--- config.mk ---
export PLATFORM = sky130hd
export DESIGN_NAME = pipe_muldiv
export DESIGN_NICKNAME = d
export VERILOG_FILES = /design/src/rtl/pipe_muldiv.sv
export SDC_FILE = /design/constraint.sdc
export NUM_CORES = 2
export LEC_CHECK = 0
export CAP_MARGIN = 15
export CELL_PAD_IN_SITES_DETAIL_PLACEMENT = 1
export CELL_PAD_IN_SITES_GLOBAL_PLACEMENT = 2
export CORE_ASPECT_RATIO = 1.75
export CORE_MARGIN = 8
export CORE_UTILIZATION = 41
export CTS_CLUSTER_SIZE = 8
export DETAILED_ROUTE_END_ITERATION = 10
export MAX_ROUTING_LAYER = met4
export PLACE_DENSITY_LB_ADDON = 0.1
export SLEW_MARGIN = 20
export SYNTH_ARGS = -nofsm -noshare
export SYNTH_HDL_FRONTEND = slang
export SYNTH_SLANG_ARGS = --single-unit
--- constraint.sdc ---
create_clock -name clock -period 11.1 [get_ports clock]
set_input_delay 1.665 -clock clock [delete_from_list [all_inputs] [get_ports clock]]
set_output_delay 1.665 -clock clock [all_outputs]
set_load 0.02 [all_outputs]
--- src/rtl/pipe_muldiv.sv ---
// pipe_muldiv: multi-cycle multiply/divide unit with HI/LO registers,
// sitting beside EXE; busy feeds the ID-stage interlock.
// Ports: clock, resetn (async, active low); start/op/a/b launch an op;
//   flush aborts; mthi/mtlo/wdata write HI/LO when idle;
//   busy, done, div_zero status; hi/lo registers.
// Optional: define PIPE_MULDIV_MADD_EN to add the acc input (MADD/MADDU).
module pipe_muldiv #(
    parameter int WIDTH   = 32,
    parameter int MUL_LAT = 4
) (
    input  logic             clock,
    input  logic             resetn,
    input  logic             start,
    input  logic [1:0]       op,
    input  logic [WIDTH-1:0] a,
    input  logic [WIDTH-1:0] b,
    input  logic             flush,
    input  logic             mthi,
    input  logic             mtlo,
    input  logic [WIDTH-1:0] wdata,
`ifdef PIPE_MULDIV_MADD_EN
    input  logic             acc,
`endif
    output logic             busy,
    output logic             done,
    output logic             div_zero,
    output logic [WIDTH-1:0] hi,
    output logic [WIDTH-1:0] lo
);

    localparam int CW = $clog2(WIDTH + MUL_LAT + 1);
    localparam logic [CW-1:0] DIV_CNT = CW'(WIDTH - 1);
    localparam logic [CW-1:0] MUL_CNT =
        CW'((MUL_LAT >= 2) ? (MUL_LAT - 2) : 0);

    typedef enum logic [1:0] {
        S_IDLE,
        S_MUL,
        S_DIV,
        S_FIN
    } state_t;

    state_t r_state;
    state_t w_next;

    logic             r_busy;
    logic             r_done;
    logic             r_dz;
    logic [WIDTH-1:0] r_hi;
    logic [WIDTH-1:0] r_lo;
    // Multiply: r_quo/r_div hold the operands.
    // Divide: r_rem/r_quo form the shifting remainder/quotient pair.
    logic [WIDTH-1:0] r_rem;
    logic [WIDTH-1:0] r_quo;
    logic [WIDTH-1:0] r_div;
    logic [CW-1:0]    r_cnt;
    logic             r_is_div;
    logic             r_sgn;
    logic             r_zero;
    logic             r_neg_q;
    logic             r_neg_r;
`ifdef PIPE_MULDIV_MADD_EN
    logic             r_acc;
`endif

    logic               w_accept;
    logic               w_b_zero;
    logic               w_sdiv;
    logic [WIDTH-1:0]   w_a_mag;
    logic [WIDTH-1:0]   w_b_mag;
    logic [2*WIDTH-1:0] w_ext_a;
    logic [2*WIDTH-1:0] w_ext_b;
    logic [2*WIDTH-1:0] w_prod;
    logic [WIDTH:0]     w_shift;
    logic [WIDTH:0]     w_diff;
    logic [WIDTH-1:0]   w_q;
    logic [WIDTH-1:0]   w_r;

    assign w_accept = (r_state == S_IDLE) && start && !flush;
    assign w_b_zero = (b == '0);
    assign w_sdiv   = (op == 2'b10);

    assign w_a_mag = (w_sdiv && a[WIDTH-1]) ? -a : a;
    assign w_b_mag = (w_sdiv && b[WIDTH-1]) ? -b : b;

    assign w_ext_a = {{WIDTH{r_sgn & r_quo[WIDTH-1]}}, r_quo};
    assign w_ext_b = {{WIDTH{r_sgn & r_div[WIDTH-1]}}, r_div};
    assign w_prod  = w_ext_a * w_ext_b;

    // Restoring step: a set top bit of w_diff means the trial
    // subtraction went negative and the remainder is kept.
    assign w_shift = {r_rem, r_quo[WIDTH-1]};
    assign w_diff  = w_shift - {1'b0, r_div};

    assign w_q = r_neg_q ? -r_quo : r_quo;
    assign w_r = r_neg_r ? -r_rem : r_rem;

    always_ff @(posedge clock or negedge resetn) begin
        if (!resetn) begin
            r_state <= S_IDLE;
        end else begin
            r_state <= w_next;
        end
    end

    always_comb begin
        w_next = r_state;
        if (flush) begin
            w_next = S_IDLE;
        end else begin
            unique case (r_state)
                S_IDLE: begin
                    if (start) begin
                        if (!op[1]) begin
                            w_next = (MUL_LAT == 1) ? S_FIN : S_MUL;
                        end else begin
                            w_next = w_b_zero ? S_FIN : S_DIV;
                        end
                    end
                end
                S_MUL:   if (r_cnt == '0) w_next = S_FIN;
                S_DIV:   if (r_cnt == '0) w_next = S_FIN;
                S_FIN:   w_next = S_IDLE;
                default: w_next = S_IDLE;
            endcase
        end
    end

    always_ff @(posedge clock or negedge resetn) begin
        if (!resetn) begin
            r_busy   <= 1'b0;
            r_done   <= 1'b0;
            r_dz     <= 1'b0;
            r_hi     <= '0;
            r_lo     <= '0;
            r_rem    <= '0;
            r_quo    <= '0;
            r_div    <= '0;
            r_cnt    <= '0;
            r_is_div <= 1'b0;
            r_sgn    <= 1'b0;
            r_zero   <= 1'b0;
            r_neg_q  <= 1'b0;
            r_neg_r  <= 1'b0;
`ifdef PIPE_MULDIV_MADD_EN
            r_acc    <= 1'b0;
`endif
        end else begin
            r_done <= 1'b0;
            r_dz   <= 1'b0;
            r_busy <= (w_next != S_IDLE);
            unique case (r_state)
                S_IDLE: begin
                    if (w_accept) begin
                        r_cnt    <= op[1] ? DIV_CNT : MUL_CNT;
                        r_is_div <= op[1];
                        r_sgn    <= ~op[0];
                        r_zero   <= op[1] && w_b_zero;
                        r_neg_q  <= w_sdiv && (a[WIDTH-1] ^ b[WIDTH-1]);
                        r_neg_r  <= w_sdiv && a[WIDTH-1];
`ifdef PIPE_MULDIV_MADD_EN
                        r_acc    <= acc && !op[1];
`endif
                        if (!op[1]) begin
                            r_rem <= '0;
                            r_quo <= a;
                            r_div <= b;
                        end else if (w_b_zero) begin
                            // Dividend parked here; it becomes hi.
                            r_rem <= a;
                            r_quo <= '0;
                            r_div <= '0;
                        end else begin
                            r_rem <= '0;
                            r_quo <= w_a_mag;
                            r_div <= w_b_mag;
                        end
                    end else if (!start) begin
                        if (mthi) r_hi <= wdata;
                        if (mtlo) r_lo <= wdata;
                    end
                end
                S_MUL: begin
                    r_cnt <= r_cnt - CW'(1);
                end
                S_DIV: begin
                    r_cnt <= r_cnt - CW'(1);
                    if (!w_diff[WIDTH]) begin
                        r_rem <= w_diff[WIDTH-1:0];
                        r_quo <= {r_quo[WIDTH-2:0], 1'b1};
                    end else begin
                        r_rem <= w_shift[WIDTH-1:0];
                        r_quo <= {r_quo[WIDTH-2:0], 1'b0};
                    end
                end
                S_FIN: begin
                    if (!flush) begin
                        r_done <= 1'b1;
                        r_dz   <= r_zero;
                        if (r_zero) begin
                            r_lo <= '1;
                            r_hi <= r_rem;
                        end else if (r_is_div) begin
                            r_lo <= w_q;
                            r_hi <= w_r;
`ifdef PIPE_MULDIV_MADD_EN
                        end else if (r_acc) begin
                            {r_hi, r_lo} <= {r_hi, r_lo} + w_prod;
`endif
                        end else begin
                            {r_hi, r_lo} <= w_prod;
                        end
                    end
                end
                default: ;
            endcase
        end
    end

    assign busy     = r_busy;
    assign done     = r_done;
    assign div_zero = r_dz;
    assign hi       = r_hi;
    assign lo       = r_lo;

endmodule

layers.png
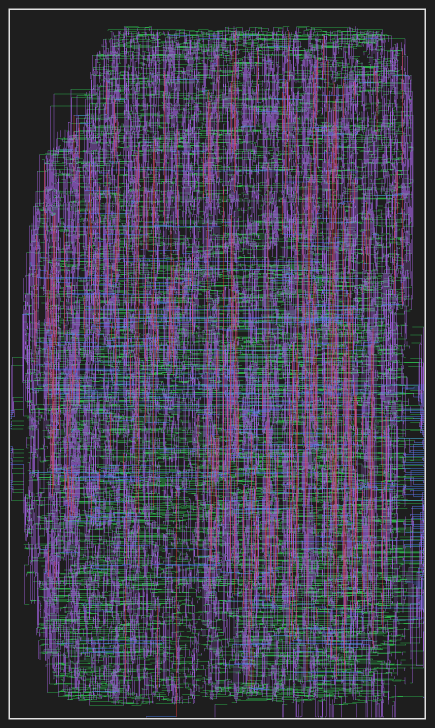
M4: in red, wire length 13800 um. M2: in purple, wire length 112 mm. M3: in blue, wire length 9370 um. M1: in green, wire length 76.9 mm.
Routed WL: 212400 um
DR WL/cell: 28.07 um
Total GRT Usage: 31.86%
vias: 42.59k

class_map.png
Bar = 100 um. Fill, decap, tap and diode cells in grey.
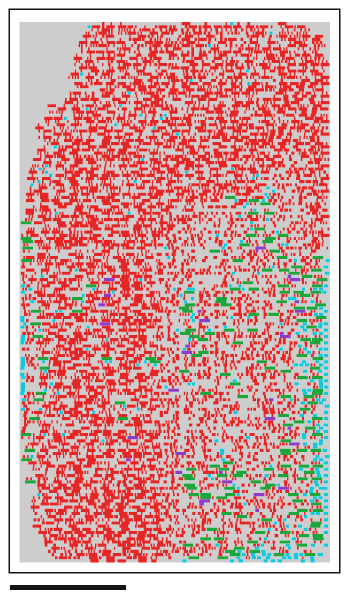
remaining logic cells: in red, cells 5401. clock drivers and dummy loads: in purple, cells 32. remaining buffers and delay cells: in cyan, cells 307. sequential cells: in green, cells 176.
end-of-flow core utilization: 44.62%
Rows: 171

route_heat.png
14 x 24 tiles, from black (low) to pale yellow (high), scaled to the fullest tile. Values are wire area over tile area, all layers added.
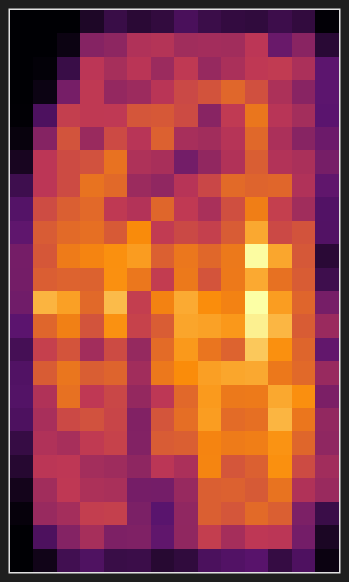
The emptiest ninth of the die: upper left. 3.9% of the tiles are nearly empty. The mean over all tiles is 0.25. The fullest tile reaches 0.53.

==> results.json <==
{
  "status": "completed",
  "clk_latency_ps": 520,
  "max-slew-margin-rel_pct": 19.81,
  "seq_share_pct": 7.973,
  "use_met2_pct": 57.20,
  "yosys-stat-cells": 5949,
  "crit_end": "hi[26]$_DFFE_PN0P_",
  "dieArea_mm2": 0.1370,
  "clock.fmax_mhz": 103.7,
  "r2r-start": "r_quo[31]$_DFFE_PN0P_",
  "ys_seq_share_pct": 8.598,
  "end_kind": "flip-flop",
  "cts.sinks": 176,
  "synth_top_area_share_pct": 44.00,
  "grt_pass1_wl_um": 315600,
  "viasPerCell": 5.627,
  "final_nets": 7387,
  "ys_sh_adder_pct": 50.21,
  "fillCellCount": 14670,
  "drt_iter0_drc": 2251,
  "buffer_area_share_pct": 5.005,
  "setup_tns_ps": 0,
  "route.detailed.drc": 0,
  "final_layout_size_suffix_gt1_share_pct": 3.736,
  "syn2layout_area_growth_pct": 8.087,
  "synthTopCellsByCount": "inv_1, fa_1, nand2_1",
  "portBuffers": 170,
  "first_pass_iters": 5,
  "cp_top_family": "adder cells",
  "start_kind": "flip-flop",
  "warning_count": 33,
  "cts.clk_slew.worst_paths_ps": 90,
  "grt_max_degree": 122,
  "multiInputCombCellCount": 4231,
  "cp.arrival_ps": 10020,
  "aoi_share_pct": 10.05,
  "taps": 1643,
  "finalClockPeriodUsage_pct": 86.90,
  "wl_met3_um": 9369,
  "inv_count": 1170,
  "rsz0062_at_grt": "false",
  "dr.max_layer_used": "met4",
  "ys_area_mm2": 0.05123,
  "fp_nets": 7433,
  "flops": 176,
  "synth-seq-cells": 176,
  "die_w_um": 283.2,
  "wl_met2_um": 112300,
  "cpMostUsedCell": "fa_1",
  "synthTopLogicFamily": "adder cells",
  "gp_congestion": 0.9649,
  "core_mm2": 0.1241,
  "largest_class": "multi-input combinational cells",
  "comb_area_mm2": 0.04113,
  "clockBufferCount": 18,
  "ys_sh_simple_pct": 16.43,
  "cts_setup_buffers": 0,
  "top_cell": "inv_1",
  "netlist_top_cells_area": "fa_1, dfrtp_1, inv_1",
  "ant_nets": 0,
  "ctsRootBufferMaster": "clkbuf_16",
  "grt_util_met3_pct": 3.742,
  "finalSetupViolCount": 0,
  "synth-edff-count": 0,
  "syn-cell-area_mm2": 0.05123,
  "grt_pass1_vias": 48270,
  "use_met1_pct": 34.19,
  "flop_cell": "dfrtp_1",
  "finish.cell_count_without_fillers": 7568,
  "met1Wirelength_um": 76950,
  "hp-start": "lo[17]$_DFFE_PN0P_",
  "cts_tree": "yes",
  "synth.avg_cell_area_um2": 8.611,
  "timing_hold_violations_final": 0,
  "yosys_warnings": 0,
  "post_synth_xor_area_fraction_pct": 3.180,
  "synth_cell_types": 81,
  "pre_cts_ws_ps": 1564,
  "finalClockSkew_ps": 32.20,
  "fin_ws_ps": 1454,
  "antenna_found_initial": 8,
  "crit_type": "reg2reg",
  "dp_hpwl_um": 176400,
  "fin_crit_ps": 9646,
  "placedInstanceArea_mm2": 0.05475,
  "timing.hold.ws_ps": 481.8,
  "cts_max_level": 4,
  "fp-utilization_pct": 41.28,
  "setup.worst_path.start": "r_quo[31]$_DFFE_PN0P_",
  "hp-class": "reg2reg",
  "comb_area_share_pct": 74.28,
  "layout_top_cell": "inv_1",
  "grt-ovfl-total": 0,
  "top_usage_layer": "met2",
  "rr_worst_depth": 26,
  "cp_slowest_cell": "a2111oi_0",
  "reg2reg_to": "hi[26]$_DFFE_PN0P_",
  "mux_share_pct": 0.1978,
  "crit_required_ps": 11470,
  "clk_share_pct": 1.060,
  "tightest_slew_ps": 1190,
  "max_cap_viol_count": 0,
  "hold_buffers": 0,
  "crit_path_max_fanout": 42,
  "path_depth": 26,
  "cts_buffers": 17,
  "final_max_slew_viol_count": 0,
  "regArea_mm2": 0.004414,
  "diodes": 9,
  "cp_num_buf_inv": 7,
  "cts_resized": 0,
  "buffers": 307,
  "synthArstFlopShare_pct": 100.0,
  "dp_cells": 7527,
  "ios": 171,
  "synthCells": 5949,
  "dieHeight_um": 483.6,
  "mostFrequentLayoutCells": "inv_1, fa_1, nand2_1, and2_1, nor2_1",
  "yosysTopAreaCell": "fa_1",
  "critPathMaxStageDelay_ps": 820,
  "hold_end": "lo[17]$_DFFE_PN0P_",
  "final_area_mm2": 0.05537
}
